## config.mk

```make
export PLATFORM = sky130hd
export DESIGN_NAME = alu4bit_sequencer
export DESIGN_NICKNAME = d
export VERILOG_FILES = /design/src/rtl/alu4bit_pkg.sv /design/src/rtl/alu4bit_seq_fifo.sv /design/src/rtl/alu4bit_sequencer.sv
export SDC_FILE = /design/constraint.sdc
export NUM_CORES = 1
export LEC_CHECK = 0
export CORE_MARGIN = 4
export CORE_UTILIZATION = 58
export DETAILED_ROUTE_END_ITERATION = 12
export PLACE_DENSITY = 0.81
export SETUP_SLACK_MARGIN = 0.15
export SYNTH_ARGS = -nofsm -noshare
export SYNTH_HDL_FRONTEND = slang
export SYNTH_SLANG_ARGS = --single-unit
```

## constraint.sdc

```tcl
create_clock -name clk -period 5.5 [get_ports clk]
set_clock_uncertainty 0.2 [all_clocks]
set_input_delay 1.1 -clock clk [delete_from_list [all_inputs] [get_ports clk]]
set_output_delay 1.1 -clock clk [all_outputs]
set_load 0.05 [all_outputs]
```

## src/rtl/alu4bit_pkg.sv

```systemverilog
// Shared types for the 4-bit ALU sequencer: widths, opcodes, FSM states,
// request payload and the reference ALU function used by the optional scoreboard.
package alu4bit_pkg;

   localparam int DATA_W = 4;
   localparam int OP_W   = 3;
   localparam int TAG_W  = 2;

   typedef enum logic [OP_W-1:0] {
      OP_ADD = 3'd0,
      OP_SUB = 3'd1,
      OP_AND = 3'd2,
      OP_OR  = 3'd3,
      OP_XOR = 3'd4,
      OP_NOR = 3'd5,
      OP_SLT = 3'd6,
      OP_SLL = 3'd7
   } alu_op_t;

   typedef enum logic [1:0] {
      ST_IDLE  = 2'd0,
      ST_ISSUE = 2'd1,
      ST_WAIT  = 2'd2,
      ST_RESP  = 2'd3
   } seq_state_t;

   typedef struct packed {
      logic [DATA_W-1:0] a;
      logic [DATA_W-1:0] b;
      logic [OP_W-1:0]   op;
      logic [TAG_W-1:0]  tag;
   } req_t;

   // Arithmetic wraps modulo 16, SLT is unsigned, SLL uses only b[2:0].
   function automatic logic [DATA_W-1:0] alu_golden(input logic [DATA_W-1:0] a,
                                                    input logic [DATA_W-1:0] b,
                                                    input logic [OP_W-1:0]   op);
      logic [DATA_W-1:0] r;
      r = '0;
      case (alu_op_t'(op))
         OP_ADD:  r = a + b;
         OP_SUB:  r = a - b;
         OP_AND:  r = a & b;
         OP_OR:   r = a | b;
         OP_XOR:  r = a ^ b;
         OP_NOR:  r = ~(a | b);
         OP_SLT:  r = {{(DATA_W-1){1'b0}}, (a < b)};
         OP_SLL:  r = a << b[2:0];
         default: r = '0;
      endcase
      return r;
   endfunction

endpackage

```

## src/rtl/alu4bit_seq_fifo.sv

```systemverilog
// Request FIFO for the ALU sequencer; DEPTH must be a power of two >= 2.
// Pointers carry one extra wrap bit so full and empty are distinguishable.
module alu4bit_seq_fifo
   import alu4bit_pkg::*;
#(
   parameter int DEPTH = 4
) (
   input  logic clk,
   input  logic reset,
   input  logic push,
   input  req_t push_data,
   input  logic pop,
   output req_t head,
   output logic full,
   output logic empty
);

   localparam int PW = $clog2(DEPTH);

   req_t        mem [DEPTH];
   logic [PW:0] wr_ptr_q;
   logic [PW:0] rd_ptr_q;
   logic        push_ok;
   logic        pop_ok;

   assign empty   = (wr_ptr_q == rd_ptr_q);
   assign full    = (wr_ptr_q[PW] != rd_ptr_q[PW]) &&
                    (wr_ptr_q[PW-1:0] == rd_ptr_q[PW-1:0]);
   assign push_ok = push && !full;
   assign pop_ok  = pop && !empty;
   assign head    = mem[rd_ptr_q[PW-1:0]];

   always_ff @(posedge clk or negedge reset) begin
      if (!reset) begin
         wr_ptr_q <= '0;
         rd_ptr_q <= '0;
      end else begin
         if (push_ok) wr_ptr_q <= wr_ptr_q + 1'b1;
         if (pop_ok)  rd_ptr_q <= rd_ptr_q + 1'b1;
      end
   end

   // Storage needs no reset: entries are only read between matching pointers.
   always_ff @(posedge clk) begin
      if (push_ok) mem[wr_ptr_q[PW-1:0]] <= push_data;
   end

endmodule

```

## src/rtl/alu4bit_sequencer.sv

```systemverilog
// Queues ALU requests, issues them one at a time to an external ALU and returns
// responses in order. Define ALU_SEQ_SCOREBOARD_EN to add the golden-result checker.
module alu4bit_sequencer
   import alu4bit_pkg::*;
#(
   parameter int DEPTH   = 4,
   parameter int ALU_LAT = 1
) (
   input  logic              clk,
   input  logic              reset,
   input  logic              req_valid,
   output logic              req_ready,
   input  logic [DATA_W-1:0] req_a,
   input  logic [DATA_W-1:0] req_b,
   input  logic [OP_W-1:0]   req_op,
   input  logic [TAG_W-1:0]  req_tag,
   output logic [DATA_W-1:0] alu_a,
   output logic [DATA_W-1:0] alu_b,
   output logic [OP_W-1:0]   alu_op,
   input  logic [DATA_W-1:0] alu_c,
   output logic              rsp_valid,
   input  logic              rsp_ready,
   output logic [DATA_W-1:0] rsp_c,
   output logic [OP_W-1:0]   rsp_op,
   output logic [TAG_W-1:0]  rsp_tag,
`ifdef ALU_SEQ_SCOREBOARD_EN
   output logic              rsp_mismatch,
   output logic [7:0]        err_count,
`endif
   output seq_state_t        dbg_state
);

   // Handshakes: a beat transfers on a rising edge where valid && ready; the
   // sender holds valid and payload stable until then, ready may depend on state.

   localparam int CW = (ALU_LAT > 1) ? $clog2(ALU_LAT) : 1;

   seq_state_t        state_q, state_d;
   logic              ready_en_q;
   logic [CW-1:0]     wait_cnt_q;
   logic              wait_last;
   logic [DATA_W-1:0] alu_a_q, alu_b_q;
   logic [OP_W-1:0]   alu_op_q;
   logic [TAG_W-1:0]  tag_q;
   logic [DATA_W-1:0] rsp_c_q;

   req_t              push_data;
   req_t              head;
   logic              fifo_push, fifo_pop, fifo_full, fifo_empty;

   assign push_data = '{a: req_a, b: req_b, op: req_op, tag: req_tag};
   // ready_en_q keeps req_ready low through reset and the first edge after release.
   assign req_ready = ready_en_q && !fifo_full;
   assign fifo_push = req_valid && req_ready;
   assign fifo_pop  = (state_q == ST_ISSUE);

   alu4bit_seq_fifo #(.DEPTH(DEPTH)) u_fifo (
      .clk       (clk),
      .reset     (reset),
      .push      (fifo_push),
      .push_data (push_data),
      .pop       (fifo_pop),
      .head      (head),
      .full      (fifo_full),
      .empty     (fifo_empty)
   );

   assign wait_last = (wait_cnt_q == CW'(ALU_LAT - 1));

   always_comb begin
      state_d = state_q;
      case (state_q)
         ST_IDLE:  if (!fifo_empty) state_d = ST_ISSUE;
         ST_ISSUE: state_d = ST_WAIT;
         ST_WAIT:  if (wait_last) state_d = ST_RESP;
         ST_RESP:  if (rsp_ready) state_d = ST_IDLE;
         default:  state_d = ST_IDLE;
      endcase
   end

   always_ff @(posedge clk or negedge reset) begin
      if (!reset) begin
         state_q    <= ST_IDLE;
         ready_en_q <= 1'b0;
         wait_cnt_q <= '0;
         alu_a_q    <= '0;
         alu_b_q    <= '0;
         alu_op_q   <= '0;
         tag_q      <= '0;
         rsp_c_q    <= '0;
      end else begin
         state_q    <= state_d;
         ready_en_q <= 1'b1;
         if (state_q == ST_ISSUE) begin
            alu_a_q    <= head.a;
            alu_b_q    <= head.b;
            alu_op_q   <= head.op;
            tag_q      <= head.tag;
            wait_cnt_q <= '0;
         end
         if (state_q == ST_WAIT) begin
            wait_cnt_q <= wait_cnt_q + 1'b1;
            if (wait_last) rsp_c_q <= alu_c;
         end
      end
   end

   assign alu_a     = alu_a_q;
   assign alu_b     = alu_b_q;
   assign alu_op    = alu_op_q;
   assign rsp_valid = (state_q == ST_RESP);
   assign rsp_c     = rsp_c_q;
   assign rsp_op    = alu_op_q;
   assign rsp_tag   = tag_q;
   assign dbg_state = state_q;

`ifdef ALU_SEQ_SCOREBOARD_EN
   logic [DATA_W-1:0] golden;
   logic [7:0]        err_count_q;

   assign golden       = alu_golden(alu_a_q, alu_b_q, alu_op_q);
   assign rsp_mismatch = rsp_valid && (rsp_c_q != golden);
   assign err_count    = err_count_q;

   always_ff @(posedge clk or negedge reset) begin
      if (!reset) begin
         err_count_q <= '0;
      end else if (rsp_valid && rsp_ready && rsp_mismatch && (err_count_q != 8'hFF)) begin
         err_count_q <= err_count_q + 8'd1;
      end
   end
`endif

endmodule

```

The metal 1 layer:
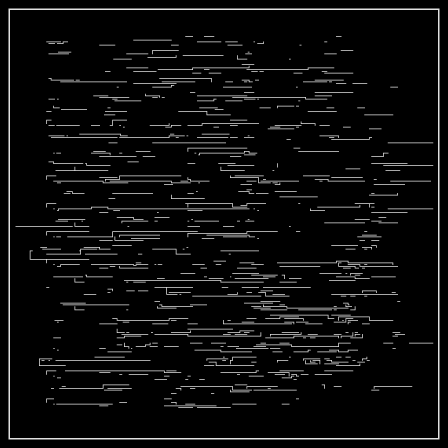
nets with wire on the layer: 218
share of all routed wire: 39%
total routed wirelength: 5330 um
via count: 1642
GRT met1 Usage: 19.8%

Metal 2:
The bar under the picture is 20 um long.
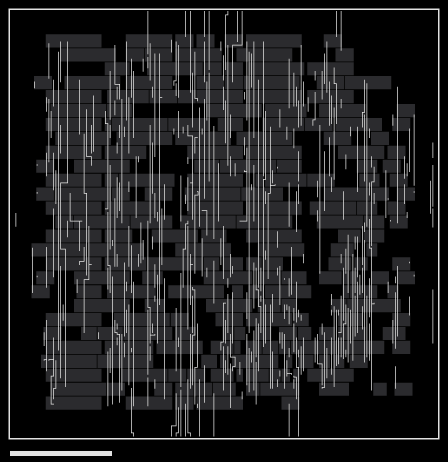
longest straight run: 58.1 um
nets with wire on the layer: 228

==> report_power, final <==
group          internal [uW]  total [uW]  switching (uW)
Clock                    212         417             205
Combinational            484        1100             620
Sequential               785         926             140
Total                   1480        2450             964
==> cell usage in the layout, fill, tap and decap left out, types with 3 or more instances in the layout <==
master | Yosys | routed
ha_1 | 10 | 10
and2_1 | 3 | 3
mux4_1 | 4 | 4
xnor2_1 | 5 | 5
mux2_4 | 10 | 10
nand2_1 | 3 | 3
inv_1 | 6 | 6
clkbuf_8 | 0 | 9
edfxtp_1 | 52 | 52
mux2_2 | 10 | 10
dfrtp_1 | 27 | 27
clkdlybuf4s50_1 | 0 | 44
mux4_2 | 9 | 9
==> final timing paths <==
| path | startpoint | slack [ns] | endpoint | cells past startpoint |
|---|---|---|---|---|
| max in group asynchronous | reset | 3.88 | alu_a[3]$_DFFE_PN0P_ | 2 |
| min in group asynchronous | reset | 0.94 | dbg_state[0]$_DFFE_PN0P_ | 2 |
| min reg2reg | rsp_c[3]$_DFFE_PN0P_ | 0.31 | rsp_c[3]$_DFFE_PN0P_ | 1 |
| max | u_fifo.rd_ptr_q[0]$_DFFE_PN0P_ | 1.52 | req_ready | 3 |
| max reg2reg | u_fifo.rd_ptr_q[0]$_DFFE_PN0P_ | 2.73 | u_fifo.mem[1][3]$_DFFE_PP_ | 3 |
| min | rsp_c[3]$_DFFE_PN0P_ | 0.31 | rsp_c[3]$_DFFE_PN0P_ | 1 |
==> layout make-up <==
cell class	count	area, um2	area share [%]
timing repair buffer	46	455	11.5
clock inverter	6	68.8	1.73
inverter	6	22.5	0.566
clock buffer	10	128	3.21
tap	72	90.1	2.26
sequential	79	2240	56.2
multi-input combinational	79	976	24.5
==> ci_impl_report.md <==
### Metrics collected by this job

| Metric | Value |
|---|---|
| XOR Share, Synth | 2.34% |
| Vias in the first global route | 1741 |
| Crit-path cells | xnor2_1 > a31oi_1 > clkdlybuf4s50_1 |
| Top logic family | multiplexers |
| Hold Path Class | reg -> reg |
| Post-synthesis adder-cell area fraction | 3.78% |
| Synth Warn # | 0 |
| Cell family with most CP delay | flip-flops |
| Worst EP arrival | 2.68 ns |
| Fill count | 349 |
| Count leader, synth | edfxtp_1 |
| Clk sinks | 79 |
| Final tally of hold violations | 0 |
| First-pass GRT wire length | 8870 um |
| Crit Path Class | reg -> out |
| Largest net degree at the start of global routing | 28 |
| Maximum clock rate | 251 MHz |
| GR peak layer | met2 |
| Area Growth Syn to Fin | 20.1% |
| Floorplan core density | 60.1% |
| Placement Cell Area | 3780 um2 |
| Max reg flops | 52 |
| Area leader share | 47.2% |
| Cell area leaders | edfxtp_1 (47%), dfrtp_1 (20%), mux4_2 (6.1%) |
| Max incr delay on CP | 0.97 ns |
| Setup WS pre-CTS | 1.84 ns |
| EDFF count, synth | 52 |
| Buffers & Inverters on Critical Path | 1 |
| H-tree levels | 3 |
| Mux area share | 17.2% |
| Min Tclk post-route | 3.98 ns |
| Syn_nets | 203 |
| Commonest flop | edfxtp_1 |
| Design Power | ~2400 uW |
| CTS tree | built |
| Asr flop ratio synth | 34.2% |
| Die H | about 84 um |
| Worst slew pin tran | 0.938 ns |
| Area leader, netlist | edfxtp_1 |
| Wire length on met2 | 2980 um |
| PwrDens | approximately 620 nW/um2 |
| Status | complete, no violations |
| Synth Instances | 172 |
| OpenROAD warning count | 33 |
| Syn Std Cell Area | approximately 3300 um2 |
| Non-Filler Instances | 298 |
| Chip footprint | between 6000 and 7000 um2 |
| Worst path slowest cell | dfrtp_1 |
| Final period util | just over 70% |
| Detail Route Antenna Nets | 0 |
| Top Layer Used | met4 |
| Max-cap violation count | 0 |
| Num CTS Buffers | 9 |
| Final setup fails | 0 |
| Met3 usage | 5.43% |
| Tot GR Track Use | 16.7% |
| CP Launch Type | flip-flop |
| Compound-Gate Fraction of Synth Area | around 3.4% |
| WHS | 0.310 ns |
| Nets | 252 |
| Setup TNS | 0 ns |
| Critical Path Fanout Max | 17 |
| IO buf count | 44 |
| Horiz. Die Dim | 83.6 um |
| Flops after synth | 79 |
| Yosys chip area | 3310 um2 |
| Met2 usage | between 20% and 30% |
| RePlAce Congestion | 0.711 |
| Drc violations | 0 |
| Post-layout util | approximately 72% |
| DP HPWL | 3590 um |
| Drt first pass iters | 4 |
| Row count | 27 |
| Routed len/inst | roughly 18 um |
| Post-synth top cells | edfxtp_1 (52), dfrtp_1 (27), ha_1 (10), mux2_2 (10), mux2_4 (10) |
| Initial antenna violation count | 0 |
| Worst endpoint required time | about 4.2 ns |
| Share of layout cells above drive strength 1 | 21.7% |
| RSZ-0062 raised after global routing | no |
| Grt total ovfl | 0 |
| Critical Path End Type | output port |
| Latency at later pin | between 0.3 and 0.4 ns |
| Worst vdd ir | 0.000310 V |
| Post-Place Cells | ~280 |
| Worst Setup Slack, final | 1.52 ns |
| Basic Gates by Area | ~2.6% |
| Yosys Instances | 172 |
| Post-synth seq share | 67.6% |
| CTS Buffer Depth | 2 |
| Hold-fix buffers, CTS | 0 |
| Reg clk slew, reported paths | roughly 0.080 ns |
| Post-synthesis area per instance | 19.2 um2 |
| Root Buffer Master | clkbuf_8 |
| Via/cell ratio | 5.51 |
| Post-CTS setup repair buffer count | 0 |
| Synth cell types | 33 |
| IO Pins | about 45 |
| Final instance area | approximately 4000 um2 |
| Post-CTS Resized | 0 |
| WL met3 | 261 um |
| LEAKAGE | 0.00147 uW |
| DRT iter0 DRCs | 71 |
| Max-slew violation count | 0 |
| Met1 WL | 2070 um |
| ANT cells | 0 |
| CORE AREA | 5510 um2 |
| Max-slew headroom | 37.5% |
Power figures rest on the tool's default switching activity, not on a simulated workload.
